**src/rtl/scn_pkg.sv**
```systemverilog
// Shared types and defaults for the static-screen character RAM read arbiter.
package scn_pkg;

  localparam int unsigned DEF_ADDR_W        = 13;
  localparam int unsigned DEF_DATA_W        = 8;
  localparam int unsigned DEF_SCN_DEPTH     = 4800;
  localparam logic [7:0]  DEF_FILL_CHAR     = 8'h20;
  localparam int unsigned DEF_MAX_HOST_WAIT = 4;

  typedef enum logic [1:0] {
    ST_IDLE,
    ST_ISSUE,
    ST_WAIT
  } state_t;

  typedef enum logic [1:0] {
    OWN_NONE,
    OWN_DISP,
    OWN_HOST
  } owner_t;

endpackage

```
**src/rtl/scn_arb_pick.sv**
```systemverilog
// Display-priority pick with a saturating host-starvation counter that
// hands the slot to the host once it has lost MAX_HOST_WAIT arbitrations.
module scn_arb_pick
  import scn_pkg::*;
#(
  parameter int unsigned MAX_HOST_WAIT = DEF_MAX_HOST_WAIT
) (
  input  logic   i_sck,
  input  logic   i_reset,
  input  logic   i_disp_req,
  input  logic   i_host_req,
  input  logic   i_arb,
  output owner_t o_winner
);

  localparam int unsigned CNT_W = (MAX_HOST_WAIT < 1) ? 1 : $clog2(MAX_HOST_WAIT + 1);
  localparam logic [CNT_W-1:0] CNT_MAX = CNT_W'(MAX_HOST_WAIT);

  logic [CNT_W-1:0] r_wait_cnt;

  always_comb begin
    o_winner = OWN_NONE;
    if (i_disp_req && i_host_req)
      o_winner = (r_wait_cnt == CNT_MAX) ? OWN_HOST : OWN_DISP;
    else if (i_disp_req)
      o_winner = OWN_DISP;
    else if (i_host_req)
      o_winner = OWN_HOST;
  end

  always_ff @(posedge i_sck) begin
    if (i_reset) begin
      r_wait_cnt <= '0;
    end else if (i_arb) begin
      if (o_winner == OWN_HOST || !i_host_req)
        r_wait_cnt <= '0;
      else if (r_wait_cnt != CNT_MAX)
        r_wait_cnt <= r_wait_cnt + 1'b1;
    end
  end

endmodule

```
**src/rtl/scn_mem_arb.sv**
```systemverilog
// Character RAM read sequencer: arbitrates display/host reads, issues one RAM
// read per two cycles and routes the response (or fill char) to its owner.
module scn_mem_arb
  import scn_pkg::*;
#(
  parameter int unsigned       ADDR_W        = DEF_ADDR_W,
  parameter int unsigned       DATA_W        = DEF_DATA_W,
  parameter int unsigned       SCN_DEPTH     = DEF_SCN_DEPTH,
  parameter logic [DATA_W-1:0] FILL_CHAR     = DATA_W'(DEF_FILL_CHAR),
  parameter int unsigned       MAX_HOST_WAIT = DEF_MAX_HOST_WAIT
) (
  input  logic              sck,
  input  logic              reset,
  input  logic              disp_req,
  input  logic [ADDR_W-1:0] disp_addr,
  output logic              disp_gnt,
  output logic              disp_valid,
  output logic [DATA_W-1:0] disp_data,
  input  logic              host_req,
  input  logic [ADDR_W-1:0] host_addr,
  output logic              host_gnt,
  output logic              host_valid,
  output logic [DATA_W-1:0] host_data,
  output logic              mem_read,
  output logic [ADDR_W-1:0] mem_addr,
  input  logic [DATA_W-1:0] mem_data
);

  // One extra bit so SCN_DEPTH == 2**ADDR_W still compares correctly.
  localparam logic [ADDR_W:0] DEPTH_X = (ADDR_W + 1)'(SCN_DEPTH);

  state_t r_state, w_state_nxt;
  owner_t r_owner, w_owner_nxt, w_winner;
  logic   r_oor, w_oor_nxt;

  logic              r_disp_gnt, w_disp_gnt_nxt, r_host_gnt, w_host_gnt_nxt;
  logic              r_disp_valid, w_disp_valid_nxt, r_host_valid, w_host_valid_nxt;
  logic [DATA_W-1:0] r_disp_data, w_disp_data_nxt, r_host_data, w_host_data_nxt;
  logic              r_mem_read, w_mem_read_nxt;
  logic [ADDR_W-1:0] r_mem_addr, w_mem_addr_nxt;

  logic              w_arb, w_in_range;
  logic [ADDR_W-1:0] w_addr;
  logic [DATA_W-1:0] w_resp;

  assign w_arb      = (r_state != ST_ISSUE) && (disp_req || host_req);
  assign w_addr     = (w_winner == OWN_HOST) ? host_addr : disp_addr;
  assign w_in_range = ({1'b0, w_addr} < DEPTH_X);
  assign w_resp     = r_oor ? FILL_CHAR : mem_data;

  scn_arb_pick #(
    .MAX_HOST_WAIT(MAX_HOST_WAIT)
  ) u_pick (
    .i_sck     (sck),
    .i_reset   (reset),
    .i_disp_req(disp_req),
    .i_host_req(host_req),
    .i_arb     (w_arb),
    .o_winner  (w_winner)
  );

  always_comb begin
    w_state_nxt      = r_state;
    w_owner_nxt      = r_owner;
    w_oor_nxt        = r_oor;
    w_disp_gnt_nxt   = 1'b0;
    w_host_gnt_nxt   = 1'b0;
    w_disp_valid_nxt = 1'b0;
    w_host_valid_nxt = 1'b0;
    w_disp_data_nxt  = r_disp_data;
    w_host_data_nxt  = r_host_data;
    w_mem_read_nxt   = 1'b0;
    w_mem_addr_nxt   = r_mem_addr;

    case (r_state)
      ST_IDLE:  ;
      ST_ISSUE: w_state_nxt = ST_WAIT;
      ST_WAIT: begin
        w_state_nxt = ST_IDLE;
        w_owner_nxt = OWN_NONE;
        w_oor_nxt   = 1'b0;
        if (r_owner == OWN_DISP) begin
          w_disp_data_nxt  = w_resp;
          w_disp_valid_nxt = 1'b1;
        end else if (r_owner == OWN_HOST) begin
          w_host_data_nxt  = w_resp;
          w_host_valid_nxt = 1'b1;
        end
      end
      default:  w_state_nxt = ST_IDLE;
    endcase

    // Arbitration in IDLE or WAIT loads the ISSUE-cycle outputs directly.
    if (w_arb) begin
      w_state_nxt    = ST_ISSUE;
      w_owner_nxt    = w_winner;
      w_oor_nxt      = !w_in_range;
      w_disp_gnt_nxt = (w_winner == OWN_DISP);
      w_host_gnt_nxt = (w_winner == OWN_HOST);
      w_mem_read_nxt = w_in_range;
      w_mem_addr_nxt = w_addr;
    end
  end

  always_ff @(posedge sck) begin
    if (reset) begin
      r_state      <= ST_IDLE;
      r_owner      <= OWN_NONE;
      r_oor        <= 1'b0;
      r_disp_gnt   <= 1'b0;
      r_host_gnt   <= 1'b0;
      r_disp_valid <= 1'b0;
      r_host_valid <= 1'b0;
      r_disp_data  <= '0;
      r_host_data  <= '0;
      r_mem_read   <= 1'b0;
      r_mem_addr   <= '0;
    end else begin
      r_state      <= w_state_nxt;
      r_owner      <= w_owner_nxt;
      r_oor        <= w_oor_nxt;
      r_disp_gnt   <= w_disp_gnt_nxt;
      r_host_gnt   <= w_host_gnt_nxt;
      r_disp_valid <= w_disp_valid_nxt;
      r_host_valid <= w_host_valid_nxt;
      r_disp_data  <= w_disp_data_nxt;
      r_host_data  <= w_host_data_nxt;
      r_mem_read   <= w_mem_read_nxt;
      r_mem_addr   <= w_mem_addr_nxt;
    end
  end

  assign disp_gnt   = r_disp_gnt;
  assign host_gnt   = r_host_gnt;
  assign disp_valid = r_disp_valid;
  assign host_valid = r_host_valid;
  assign disp_data  = r_disp_data;
  assign host_data  = r_host_data;
  assign mem_read   = r_mem_read;
  assign mem_addr   = r_mem_addr;

endmodule

```
**config.mk**
```make
export PLATFORM = sky130hd
export DESIGN_NAME = scn_mem_arb
export DESIGN_NICKNAME = d
export VERILOG_FILES = /design/src/rtl/scn_pkg.sv /design/src/rtl/scn_arb_pick.sv /design/src/rtl/scn_mem_arb.sv
export SDC_FILE = /design/constraint.sdc
export NUM_CORES = 1
export LEC_CHECK = 0
export CAP_MARGIN = 20
export CORE_UTILIZATION = 42
export CTS_CLUSTER_DIAMETER = 80
export CTS_CLUSTER_SIZE = 30
export DETAILED_ROUTE_END_ITERATION = 6
export PLACE_DENSITY = 0.85
export SETUP_SLACK_MARGIN = 0.3
export SLEW_MARGIN = 25
export SYNTH_ARGS = -nofsm -noshare
export SYNTH_HDL_FRONTEND = slang
export SYNTH_HIERARCHICAL = 1
export SYNTH_SLANG_ARGS = --single-unit
```
**constraint.sdc**
```tcl
create_clock -name sck -period 2.5 [get_ports sck]
set_input_delay 0.25 -clock sck [delete_from_list [all_inputs] [get_ports sck]]
set_output_delay 0.25 -clock sck [all_outputs]
set_load 0.05 [all_outputs]
```
Fig. 1: signal wires by layer
(6 px per µm) Two of the layers only.
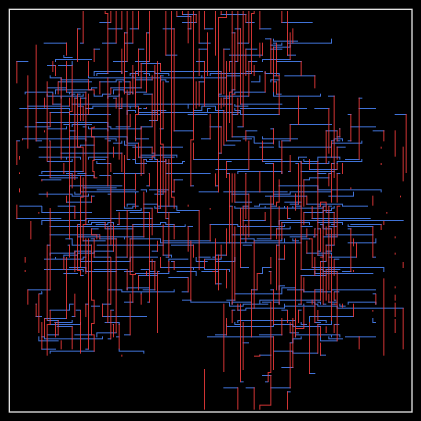
Blue stands for metal 1, wire length 1760 µm. Red stands for metal 2, wire length 1970 µm.

Fig. 2: register map, names as in the netlist
(8 px per µm) Other sequential cells in the stronger grey, the rest of the logic in the fainter grey.
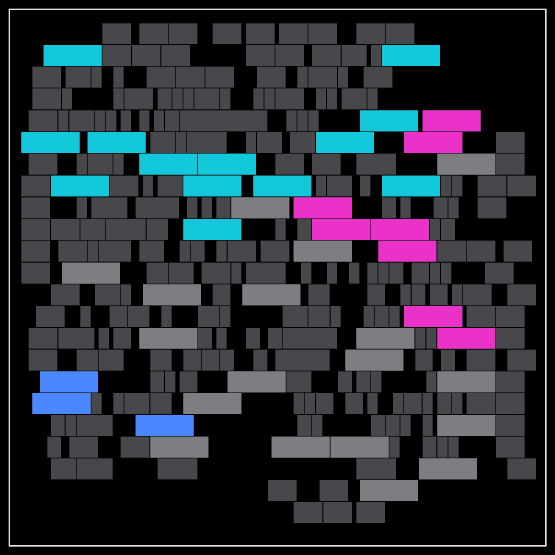
Magenta stands for disp_data, sequential cells 8. Cyan stands for mem_addr, sequential cells 13. Blue stands for u_pick/r_wait_cnt, sequential cells 3.

Fig. 3: placement by cell class
(4 px per µm)
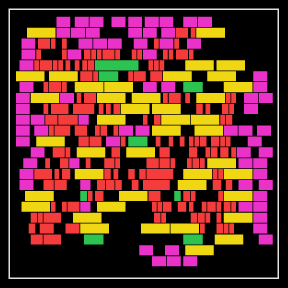
Green stands for clock drivers and dummy loads, cells 8, share of their area 4.2%. Yellow stands for flops, cells 42, share of their area 33%. Magenta stands for other buffers and delay cells, cells 75, share of their area 29%. Red stands for combinational and other logic, cells 156, share of their area 34%.
Util after Layout: 65.22%
fraction of area in registers: 32.00%
Core ar.: 4029 µm²
Std-Cell Rows: 23

==> impl_metrics.tcl <==
# metrics dict for downstream scripts
set metrics [dict create \
    crit_path_end_kind "flip-flop" \
    holdPathEnd "host_data[6]" \
    p_int_mw 1.139 \
    ctsLongestPathBuffers 2 \
    grt_pass1_wl_um 6251 \
    regToRegEndpoint "r_oor" \
    top_layer "met4" \
    inv_count 5 \
    cts-htree-levels 2 \
    aoi_share_pct 16.63 \
    die_h_um 66.88 \
    edf_count 0 \
    ff_type "dfxtp_1" \
    drt-pass1-iter-count 4 \
    warning_count 27 \
    synthesis.nets 249 \
    cts_hold_buf 0 \
    arrival_ns 2.25 \
    drive_above_1_share_pct 8.541 \
    use_met2_pct 32.95 \
    top_logic_kind "simple AND/OR/NAND/NOR gates" \
    total_power_mw 1.577 \
    netlist_instances 209 \
    num_vias 1671 \
    setup_viol 0 \
    comb_area_um2 855.8 \
    power_leader "sequential cells" \
    p_clk_share_pct 32.7 \
    cpMaxStageDelayCell "dfxtp_1" \
    grt_max_degree 32 \
    hold_viol 0 \
    drc 0 \
    ys_types 35 \
    flop_area_um2 840.8 \
    drt-vias-per-instance 5.048 \
    ys_sh_xor_pct 0.9908 \
    wl_met1_um 1763 \
    io_buffers 71 \
    worstMarginPinSlew_ns 0.5264 \
    finalWorstSetupSlack_ns 0.4347 \
    antenna_found_initial 0 \
    yosysWarnings 6 \
    die_area_um2 4473 \
    powerSeq_uw 727 \
    synth_dominant_cell_count "nand2_1" \
    cts_resized 0 \
    synthDominantCellAreaShare_pct 47.56 \
    fin_worst_skew_ns 0.004436 \
    hp-class "reg2reg" \
    synthArstFlopShare_pct 0 \
    grt-ovfl-total 0 \
    min_path_cells 2 \
    p_comb_share_pct 21.2 \
    slew_violations 0 \
    adder_share_pct 1.415 \
    die_x_um 66.88 \
    common_cells "nand2_1, dfxtp_1, nor2_1" \
    status "complete, no violations" \
    dp_cells 323 \
    crit_chain "inv_1 -> ha_1 -> a31oi_1 -> and2b_2 -> o31ai_2 -> o221ai_2 -> a31o_1" \
    worstSetupStartpoint "u_pick/r_wait_cnt[0]" \
    fin_crit_ns 2.065 \
    hold_slack_ns 0.4565 \
    synth-cells-yosys 209 \
    maxCapViolCount 0 \
    pre_cts_ws_ns 0.2467 \
    io_pins 72 \
    grt_pass1_vias 1443 \
    wirelength_um 4010 \
    p_leak_nw 0.9583 \
    switching_share_pct 27.75 \
    syn_avg_cell_area_um2 8.459 \
    largestClassByArea "combinational gates" \
    drt_iter0_markers 82 \
    ys_top_cells_by_area "dfxtp_1, nand2_1, a311oi_1" \
    critPathRequiredTime_ns 2.69 \
    ys_area_um2 1768 \
    synthToLayoutAreaGrowth_pct 48.62 \
    place_congestion 0.7999 \
    hpwl_um 3011 \
    clock-sinks 42 \
    synth_seq_share_pct 47.56 \
    nMultiInputCombCells 151 \
    nNetsFinal 320 \
    p_switching_uw 437.6 \
    largest_reg_flops 13 \
    synth.mux.area_fraction_pct 1.203 \
    crit_end "r_oor" \
    dr_wl_met3_um 212 \
    grt_busiest_layer "met2" \
    crit_family "AND-OR/OR-AND gates" \
    placed_area_um2 2519 \
    cp.depth 7 \
    rr_worst_depth 7 \
    power_density_nw_per_um2 600.1 \
]
Fig. 4: placement view
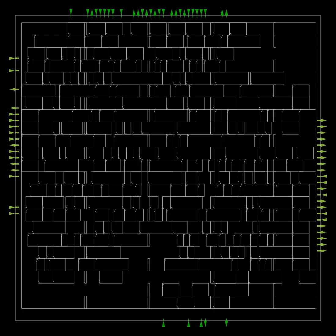
Flops: 42
# fillers: 351
Post-Layout Cell Count: 331
tap cell count: 50

Fig. 5: the metal 3 layer
(6 px per µm)
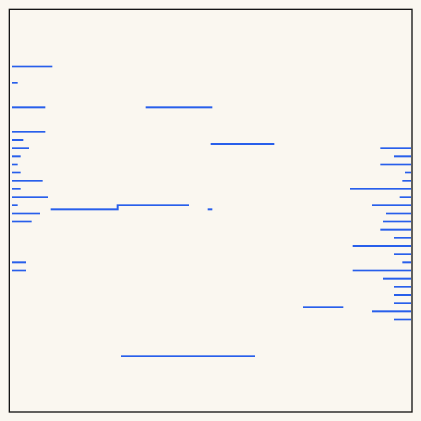
41 nets have wire on it. The wires run mostly horizontal.

